## src/rtl/mb_frame_writer.sv

```systemverilog
// Macroblock-to-frame-store writer: packs 4:2:0 MB pixels into 32-bit ZBT words with planar addresses.
// Optional MBW_ZERO_SUBST_EN: pixel byte 0x00 is written as 0x01 (0x00 reserved for the dump path).
module mb_frame_writer #(
   parameter int WFIFO_DEPTH = 4
) (
   input  logic        clk,
   input  logic        resetn,
   input  logic [11:0] pic_width,
   input  logic [11:0] pic_height,
   input  logic [18:0] CB_start,
   input  logic [18:0] CR_start,
   input  logic        frame_start,
   input  logic        pix_valid,
   input  logic [7:0]  pix_data,
   output logic        pix_ready,
   output logic        zbt_we,
   output logic [18:0] zbt_addr,
   output logic [31:0] zbt_dataout,
   input  logic        zbt_grant,
   output logic        frame_done,
   output logic        busy
);
   localparam int PW = $clog2(WFIFO_DEPTH);
   localparam int CW = PW + 1;

   logic [8:0]  pix_cnt_q, pix_cnt_d, pix_cnt_c;
   logic [7:0]  mb_col_q, mb_col_d, mb_col_c;
   logic [7:0]  mb_row_q, mb_row_d, mb_row_c;
   logic [18:0] y_col_q, y_col_d, y_col_c;
   logic [18:0] y_row_q, y_row_d, y_row_c;
   logic [18:0] c_row_q, c_row_d, c_row_c;
   logic [18:0] line_q, line_d, line_c;
   logic [23:0] word_q, word_d, word_c;
   logic [7:0]  pix_byte;
   logic [2:0]  blk;
   logic [18:0] stride, y_addr, c_addr;
   logic        accept, last_col, last_row, push;
   logic [51:0] push_ent;

   logic [PW-1:0] wr_ptr_q, wr_ptr_d, rd_ptr_q, rd_ptr_d;
   logic [CW-1:0] cnt_q, cnt_d;
   logic [51:0]   mem_q [WFIFO_DEPTH];
   logic [51:0]   mem_d [WFIFO_DEPTH];
   logic [51:0]   head;
   logic          pop, out_vld;
   logic          zbt_we_q, zbt_we_d, zbt_last_q, zbt_last_d;
   logic [18:0]   zbt_addr_q, zbt_addr_d;
   logic [31:0]   zbt_data_q, zbt_data_d;
   logic          frame_done_q, frame_done_d, pix_ready_q, pix_ready_d;

   assign accept = pix_valid & pix_ready_q;

`ifdef MBW_ZERO_SUBST_EN
   assign pix_byte = (pix_data == 8'h00) ? 8'h01 : pix_data;
`else
   assign pix_byte = pix_data;
`endif

   always_comb begin
      // frame_start acts before the pixel accepted in the same cycle
      pix_cnt_c = frame_start ? 9'd0  : pix_cnt_q;
      mb_col_c  = frame_start ? 8'd0  : mb_col_q;
      mb_row_c  = frame_start ? 8'd0  : mb_row_q;
      y_col_c   = frame_start ? 19'd0 : y_col_q;
      y_row_c   = frame_start ? 19'd0 : y_row_q;
      c_row_c   = frame_start ? 19'd0 : c_row_q;
      line_c    = frame_start ? 19'd0 : line_q;
      word_c    = frame_start ? 24'd0 : word_q;

      blk      = pix_cnt_c[8:6];
      stride   = blk[2] ? {10'd0, pic_width[11:3]} : {9'd0, pic_width[11:2]};
      y_addr   = y_row_c + (blk[1] ? {6'd0, pic_width, 1'b0} : 19'd0) + y_col_c
               + {17'd0, blk[0], 1'b0} + line_c + {18'd0, pix_cnt_c[2]};
      c_addr   = (blk[0] ? CR_start : CB_start) + c_row_c + {1'b0, y_col_c[18:1]}
               + line_c + {18'd0, pix_cnt_c[2]};
      last_col = (mb_col_c == (pic_width[11:4] - 8'd1));
      last_row = ({mb_row_c, 4'hF} == (pic_height - 12'd1));
      push_ent = {(blk[2] ? c_addr : y_addr), word_c, pix_byte,
                  (pix_cnt_c == 9'd383) & last_col & last_row};

      pix_cnt_d = pix_cnt_c;
      mb_col_d  = mb_col_c;
      mb_row_d  = mb_row_c;
      y_col_d   = y_col_c;
      y_row_d   = y_row_c;
      c_row_d   = c_row_c;
      line_d    = line_c;
      word_d    = word_c;
      push      = 1'b0;

      if (accept) begin
         word_d = {word_c[15:0], pix_byte};
         push   = (pix_cnt_c[1:0] == 2'd3);
         if (pix_cnt_c[2:0] == 3'd7)
            line_d = (pix_cnt_c[5:3] == 3'd7) ? 19'd0 : line_c + stride;
         if (pix_cnt_c == 9'd383) begin
            pix_cnt_d = 9'd0;
            if (last_col) begin
               mb_col_d = 8'd0;
               y_col_d  = 19'd0;
               if (last_row) begin
                  mb_row_d = 8'd0;
                  y_row_d  = 19'd0;
                  c_row_d  = 19'd0;
               end else begin
                  mb_row_d = mb_row_c + 8'd1;
                  y_row_d  = y_row_c + {5'd0, pic_width, 2'b00};
                  c_row_d  = c_row_c + {7'd0, pic_width};
               end
            end else begin
               mb_col_d = mb_col_c + 8'd1;
               y_col_d  = y_col_c + 19'd4;
            end
         end else begin
            pix_cnt_d = pix_cnt_c + 9'd1;
         end
      end
   end

   always_comb begin
      pop      = zbt_we_q & zbt_grant;
      wr_ptr_d = wr_ptr_q + PW'(push);
      rd_ptr_d = rd_ptr_q + PW'(pop);
      cnt_d    = cnt_q + CW'(push) - CW'(pop);
      mem_d    = mem_q;
      if (push)
         mem_d[wr_ptr_q] = push_ent;
      // Output stage holds the post-edge head; an entry being written this edge is picked up next cycle
      head       = mem_q[rd_ptr_d];
      out_vld    = (cnt_d != '0) && !(push && (wr_ptr_q == rd_ptr_d));
      zbt_we_d   = out_vld;
      zbt_addr_d = out_vld ? head[51:33] : zbt_addr_q;
      zbt_data_d = out_vld ? head[32:1]  : zbt_data_q;
      zbt_last_d = out_vld & head[0];
      frame_done_d = pop & zbt_last_q;
      pix_ready_d  = (cnt_d <= CW'(WFIFO_DEPTH - 2));
   end

   always_ff @(posedge clk or posedge resetn) begin
      if (resetn) begin
         pix_cnt_q    <= '0;
         mb_col_q     <= '0;
         mb_row_q     <= '0;
         y_col_q      <= '0;
         y_row_q      <= '0;
         c_row_q      <= '0;
         line_q       <= '0;
         word_q       <= '0;
         wr_ptr_q     <= '0;
         rd_ptr_q     <= '0;
         cnt_q        <= '0;
         zbt_we_q     <= 1'b0;
         zbt_addr_q   <= '0;
         zbt_data_q   <= '0;
         zbt_last_q   <= 1'b0;
         frame_done_q <= 1'b0;
         pix_ready_q  <= 1'b0;
      end else begin
         pix_cnt_q    <= pix_cnt_d;
         mb_col_q     <= mb_col_d;
         mb_row_q     <= mb_row_d;
         y_col_q      <= y_col_d;
         y_row_q      <= y_row_d;
         c_row_q      <= c_row_d;
         line_q       <= line_d;
         word_q       <= word_d;
         wr_ptr_q     <= wr_ptr_d;
         rd_ptr_q     <= rd_ptr_d;
         cnt_q        <= cnt_d;
         zbt_we_q     <= zbt_we_d;
         zbt_addr_q   <= zbt_addr_d;
         zbt_data_q   <= zbt_data_d;
         zbt_last_q   <= zbt_last_d;
         frame_done_q <= frame_done_d;
         pix_ready_q  <= pix_ready_d;
      end
   end

   always_ff @(posedge clk) begin
      mem_q <= mem_d;
   end

   assign pix_ready   = pix_ready_q;
   assign zbt_we      = zbt_we_q;
   assign zbt_addr    = zbt_addr_q;
   assign zbt_dataout = zbt_data_q;
   assign frame_done  = frame_done_q;
   assign busy        = (cnt_q != '0) || (pix_cnt_q != 9'd0);
endmodule

```

## config.mk

```make
export PLATFORM = sky130hd
export DESIGN_NAME = mb_frame_writer
export DESIGN_NICKNAME = d
export VERILOG_FILES = /design/src/rtl/mb_frame_writer.sv
export SDC_FILE = /design/constraint.sdc
export NUM_CORES = 1
export LEC_CHECK = 0
export ABC_AREA = 0
export ABC_CLOCK_PERIOD_IN_PS = 14750
export CAP_MARGIN = 10
export CELL_PAD_IN_SITES_DETAIL_PLACEMENT = 1
export CELL_PAD_IN_SITES_GLOBAL_PLACEMENT = 2
export CORE_ASPECT_RATIO = 1.1
export CORE_UTILIZATION = 25
export CTS_CLUSTER_DIAMETER = 80
export DETAILED_ROUTE_END_ITERATION = 6
export PLACE_DENSITY = 0.51
export SLEW_MARGIN = 30
export SYNTH_ARGS = -nofsm -noshare
export SYNTH_HDL_FRONTEND = slang
export SYNTH_SLANG_ARGS = --single-unit
export TNS_END_PERCENT = 10
```

## constraint.sdc

```tcl
create_clock -name clk -period 14.75 [get_ports clk]
set_input_delay 2.95 -clock clk [delete_from_list [all_inputs] [get_ports clk]]
set_output_delay 2.95 -clock clk [all_outputs]
set_load 0.02 [all_outputs]
```

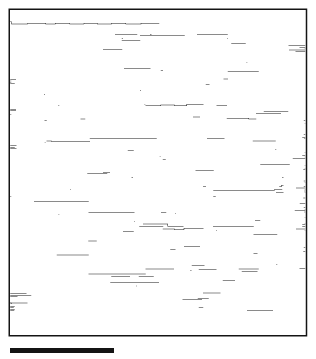
Fig. 1. Signal wires on met3 (run 1).
Bar = 100 microns.
- share of all routed wire: 2.6%
- longest straight run: 64.4 microns
- main direction: horizontal
- nets with wire on the layer: 91
Routed WL: 67,300 microns
vias: 14,900
met3 Use GR: 0.0182

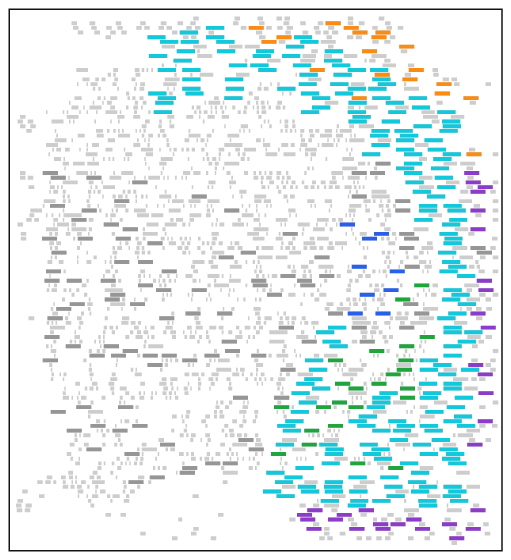
Fig. 2. Sequential cells coloured by netlist name (run 1).
- blue: pix_cnt_q (flops 9; where middle right)
- green: word_q (flops 24)
- orange: zbt_addr (flops 19)
- purple: zbt_dataout (flops 32)
- cyan: mem_q (flops 208)
- not coloured: 103
Sequential Area: 10,900 sq um
fraction of area in registers: 0.412
final core occ: 0.305

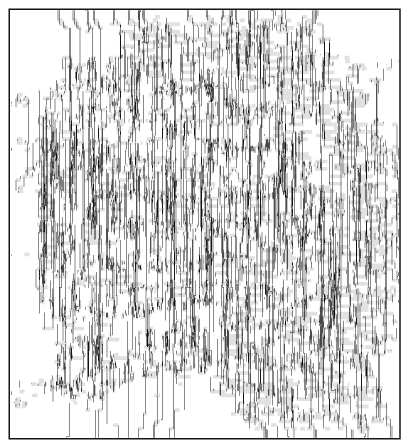
Fig. 3. The metal 2 layer (run 1).
- wire length on this layer: 34.5 mm
- main direction: vertical
GR Util met2: 0.274

==> reports/qor.yml, run 1 <==
global_routing:
  use_met1: 0.196
  grt_pass1_vias: 16300
  grt_pass1_wl_microns: 104000
  grt_max_degree: 90
  gr-usage-all-layers: 0.153
  antenna_found_initial: 2
  top_usage_layer: "met2"
finish:
  area.growth.synth_to_final_pct: 20.2
  stdcell_count: 3236
  n_fill_cell: 9525
  lay_top_count: "edfxtp_1"
  nets: 2276
  logic_area_sq_um: 10300
critical_path:
  required_ns: 15.09
  arrival_ns: 7.73
  r2r_end: "mem_q[103]"
  crit_end: "mem_q[154]"
  crit_fanout: 56
  worstSetupPathType: "in2reg"
  startpoint: "frame_start"
  timing.rr.start: "pix_cnt_q[2]"
  cp-end-kind: "register"
  r2r_setup_slack_ns: 10.32
  reg2reg_depth: 16
power_and_ir_drop:
  clk-power_w: 0.00128
  pg_comb_w: 0.000962
  p_clk_frac: 0.361
  powerDensity_nw_per_um2: 134
  pwr-share-seq: 0.368
  p_seq_w: 0.00131
  power_leader: "sequential cells"
  power_w: 0.00355
  power_switching_w: 0.00105
  swShare: 0.296
cts:
  hold_buffers: 0
  cts_buffers: 50
  worstSkewPairLatency_ns: 0.62
  cts.path.max_buffers: 3
  cts_tree: "yes"
  post_cts_resized: 0
  postCtsSetupBuffers: 0
detailed_routing:
  drt-wirelength-per-cell_microns: 20.8
  wl_met2_microns: 34500
  first_iter_violations: 571
  viasPerCell: 4.62
  wl_met1_microns: 30000
  top_layer_used: "met4"
  wl_met3_microns: 1720
sta:
  setup_viol: 0
  post-route-min-period_ns: 7.39
  tightest_slew_ns: 0.936
  tns_ns: 0
  final-hold-violation-count: 0
  setup_slack_ns: 7.36
  rsz0062_at_grt: "no"
  relSlewSlack: 0.376
  fin_skew_ns: 0.0492
outcome:
  status: "finished clean"
yosys:
  logic_family: "simple AND/OR/NAND/NOR gates"
  ys_seq_frac: 0.495
  simple_gate_share: 0.129
  edf_count: 208
  yosys_area_sq_um: 22100
  top_cell_area_share: 0.283
  synthTopCellsByArea: "edfxtp_1 28%, dfrtp_1 21%, fa_1 6.3%"
  ys_ff: 395
  ys_sh_mux: 0.0957
  yosys_warnings: 0
  ys.flop_type: "edfxtp_1"
  netlist_area_sq_um: 22100
  synthXorXnorAreaFrac: 0.0405
  synth.avg_cell_area_sq_um: 11.6
floorplan:
  fp_util: 0.254
  coreArea_sq_um: 87000
  die_w_microns: 285
  ios: 130
  placementRows: 113
  die_y_microns: 314
placed_design:
  post_dp_cell_area_sq_um: 24800
  gp_congestion: 0.774
min_path:
  hold_path.class: "reg2reg"
  hold_end: "zbt_addr[18]"
  min_from: "zbt_addr[18]"
job:
  max_cap_viol_count: 0
  log.warning_count: 26
## run 1: worst max-delay path, stage by stage
cell and delay, ns:
buf_4 0.29, buf_4 0.66, nor2b_1 0.27, fa_1 0.58, inv_1 0.05, fa_1 0.58
inv_1 0.05, ha_1 0.39, and2_1 0.21, a221o_1 0.37, or4_1 0.49, nand3_1 0.14
nand3_1 0.09, and3_1 0.19, o31ai_1 0.39
## run 1: synthesized netlist by cell type, types with 12 or more instances
cell,count
a21o_1,27
nor2_1,94
inv_1,176
nor2b_1,98
nor3_1,43
o21ai_0,92
o22ai_1,14
a31oi_1,13
dfrtp_1,187
and3_1,32
ha_1,87
mux2_2,57
edfxtp_1,208
mux4_2,52
nand2_1,191
clkbuf_1,57
nand3_1,32
xnor2_1,57
fa_1,70
xor2_1,45
mux2i_1,30
o21a_1,12
o21bai_1,12
and2_1,15
a21oi_1,56
a211oi_1,13
## run 1: cell type report
| type | instances | share of cell area |
|---|---|---|
| multi-input combinational | 1266 | 0.387 |
| tap | 1150 | 0.0542 |
| inverter | 176 | 0.0252 |
| timing repair buffer | 155 | 0.0559 |
| sequential | 395 | 0.412 |
| clock buffer | 61 | 0.0506 |
| clock inverter | 33 | 0.0149 |
## run 1: registers in the layout, indices dropped and copies added, names as in the netlist, 2 cells and up
| register | flops |
|---|---|
| zbt_dataout | 32 |
| line_q | 19 |
| mb_row_q | 8 |
| word_q | 24 |
| cnt_q | 3 |
| mb_col_q | 8 |
| rd_ptr_q | 2 |
| c_row_q | 19 |
| pix_cnt_q | 9 |
| y_col_q | 19 |
| wr_ptr_q | 2 |
| zbt_addr | 19 |
| mem_q | 208 |
| y_row_q | 19 |
Fig. 4: run 1, routing congestion
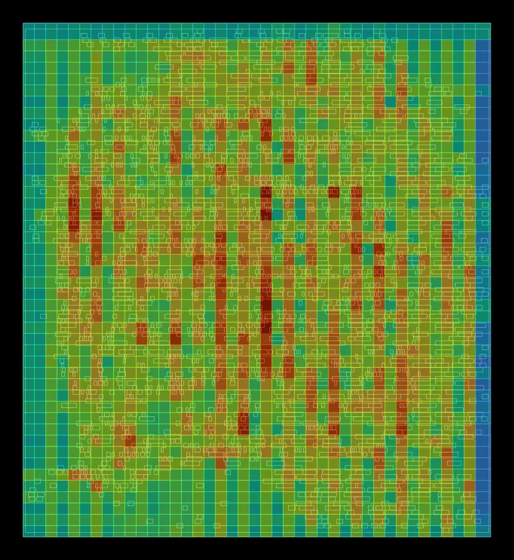

==> run 2, diff against run 1 <==
--- a/config.mk
+++ b/config.mk
@@ -6,7 +6,7 @@
 export NUM_CORES = 1
 export LEC_CHECK = 0
 export ABC_AREA = 0
-export ABC_CLOCK_PERIOD_IN_PS = 14750
+export ABC_CLOCK_PERIOD_IN_PS = 6600
 export CAP_MARGIN = 10
 export CELL_PAD_IN_SITES_DETAIL_PLACEMENT = 1
 export CELL_PAD_IN_SITES_GLOBAL_PLACEMENT = 2
@@ -14,7 +14,7 @@
 export CORE_UTILIZATION = 25
 export CTS_CLUSTER_DIAMETER = 80
 export DETAILED_ROUTE_END_ITERATION = 6
-export PLACE_DENSITY = 0.51
+export PLACE_DENSITY = 0.53
 export SLEW_MARGIN = 30
 export SYNTH_ARGS = -nofsm -noshare
 export SYNTH_HDL_FRONTEND = slang
==> constraint.sdc (replaced) <==
create_clock -name clk -period 6.6 [get_ports clk]
set_input_delay 1.32 -clock clk [delete_from_list [all_inputs] [get_ports clk]]
set_output_delay 1.32 -clock clk [all_outputs]
set_load 0.02 [all_outputs]
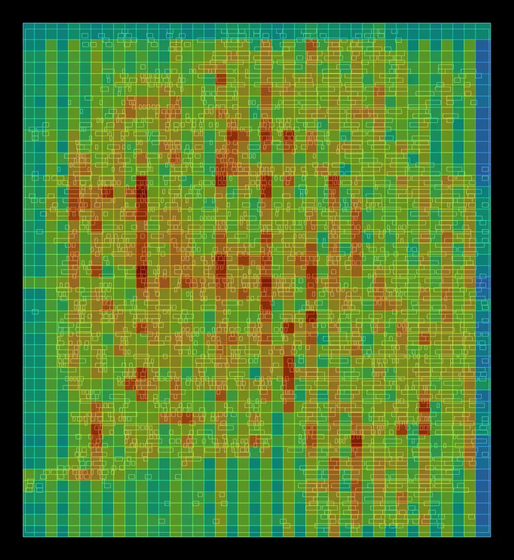
Fig. 5. Routing congestion (run 2).
total track usage: 0.153
GR Util met2: 0.273
met1 usage: 0.192
final core occ: 0.306

==> run 2 against run 1 <==
Net effect: final cell count is 0.22% higher; non-clock buffer count up 12; setup slack worse by 6.3 ns; clock power increased by 110%; total power up 120%; combinational power up 130%; sequential power rose by 120%; largest power group unchanged.
==> reports/qor.yml, run 2 <==
sta:
  final-hold-violation-count: 0  # unchanged
  setup_viol: 0  # unchanged
  rsz0062_at_grt: "no"  # unchanged
  fin_skew_ns: 0.0233  # was 0.0492 ns
  setup_slack_ns: 1.02  # was 7.36 ns
floorplan:
  ios: 130  # unchanged
  fp_util: 0.254  # unchanged
  die_w_microns: 285  # unchanged
  die_y_microns: 314  # unchanged
  coreArea_sq_um: 87000  # unchanged
power_and_ir_drop:
  powerDensity_nw_per_um2: 292  # was 134 nW/um^2
critical_path:
  cp-end-kind: "register"  # unchanged
  crit_fanout: 12  # was 56
  crit_buf_inv: 5  # was 4
  crit_path_frequent_cell: "inv_1"
  cp_slowest_cell: "inv_1"  # was buf_4
  arrival_ns: 5.87  # was 7.73 ns
  cp_slowest_stage_delay_ns: 0.59  # was 0.66 ns
  reg2reg_depth: 12  # was 16
  r2r_end: "mem_q[205]"  # was mem_q[103]
  crit_family: "AND-OR/OR-AND gates"  # was adder cells
  required_ns: 6.89  # was 15.09 ns
job:
  log.warning_count: 27  # was 26
  max_cap_viol_count: 0  # unchanged
yosys:
  ys.flop_type: "edfxtp_1"  # unchanged
  ys_ff: 395  # unchanged
  yosys_area_sq_um: 22100  # unchanged
  top_cell_area_share: 0.283  # unchanged
  netlist_area_sq_um: 22100  # unchanged
  ys_seq_frac: 0.495  # unchanged
min_path:
  hold_path.class: "reg2reg"  # unchanged
  min_from: "zbt_last_q"  # was zbt_addr[18]
cts:
  post_cts_resized: 0  # unchanged
  cts_buffers: 48  # was 50
  postCtsSetupBuffers: 0  # unchanged
  cts_tree: "yes"  # unchanged
finish:
  lay_top_count: "edfxtp_1"  # unchanged
  area.growth.synth_to_final_pct: 20.5  # was 20.2%
  largest_reg_flops: 208  # unchanged
global_routing:
  grt_pass1_vias: 16500  # was 16,300
  grt_pass1_wl_microns: 104000  # about the same
detailed_routing:
  wl_met3_microns: 1840  # was 1720 microns
  wl_met2_microns: 34000  # was 34,500 microns
  wl_microns: 67400  # was 67,300 microns
  drt-wirelength-per-cell_microns: 20.8  # about the same
outcome:
  status: "finished clean"  # unchanged
placed_design:
  gp_congestion: 0.783  # was 0.774
run 2: where the power goes:
group          switching [W]  total [W]  internal [W]  leakage, nW
Sequential          0.000111    0.00293       0.00281         4.38
Combinational        0.00108    0.00219       0.00111         6.01
Clock                0.00110    0.00264       0.00154        0.750
run 2: how the worst max path moves through the flow:
stage | endpoint | cells after the start | startpoint
after floorplan | c_row_q[0] | 1 | resetn
after global placement | mem_q[205] | 17 | frame_start
after detailed placement | mem_q[49] | 17 | frame_start
after CTS | mem_q[101] | 17 | frame_start
after global routing | mem_q[205] | 17 | frame_start
final | mem_q[205] | 17 | frame_start
run 2: metrics by stage:
stage / util / std cells / cell area (sq um) / hold WS (ns) / power [W]
after CTS: 0.305 / 3240 / 26500 / 0.496 / 0.00791
final: 0.306 / 3243 / 26600 / 0.499 / 0.00776
after global routing: 0.306 / 3242 / 26600 / 0.514 / 0.00815
after global placement: 0.287 / 3152 / 25000 / 0.491 / 0.00518
after floorplan: - / 1907 / 22100 / 0.466 / 0.00433
after detailed placement: 0.287 / 3152 / 25000 / 0.496 / 0.00521
run 2: cells by family (layout without fill, tap and decap cells):
logic type,after synthesis,in the layout,share of synthesized area
compound gates,295,295,0.0844
xor+xnor,102,102,0.0405
fa+ha+maj,158,158,0.113
buf+inv,246,431,0.0427
flops,395,395,0.495
mux,139,139,0.0957
other cells,0,1,0
simple gates,572,572,0.129
run 2: cell type report:
| type | instances | area (sq um) |
|---|---|---|
| diodes | 1 | 2.50 |
| clock buffers | 68 | 1340 |
| clock inverters | 20 | 234 |
| fillers | 9505 | 60400 |
| inverters | 176 | 668 |
| multi-input cells | 1266 | 10300 |
| flip-flops and latches | 395 | 10900 |
| well taps | 1150 | 1440 |
| repair buffers | 167 | 1700 |
Power is estimated from default activity; no workload was simulated.
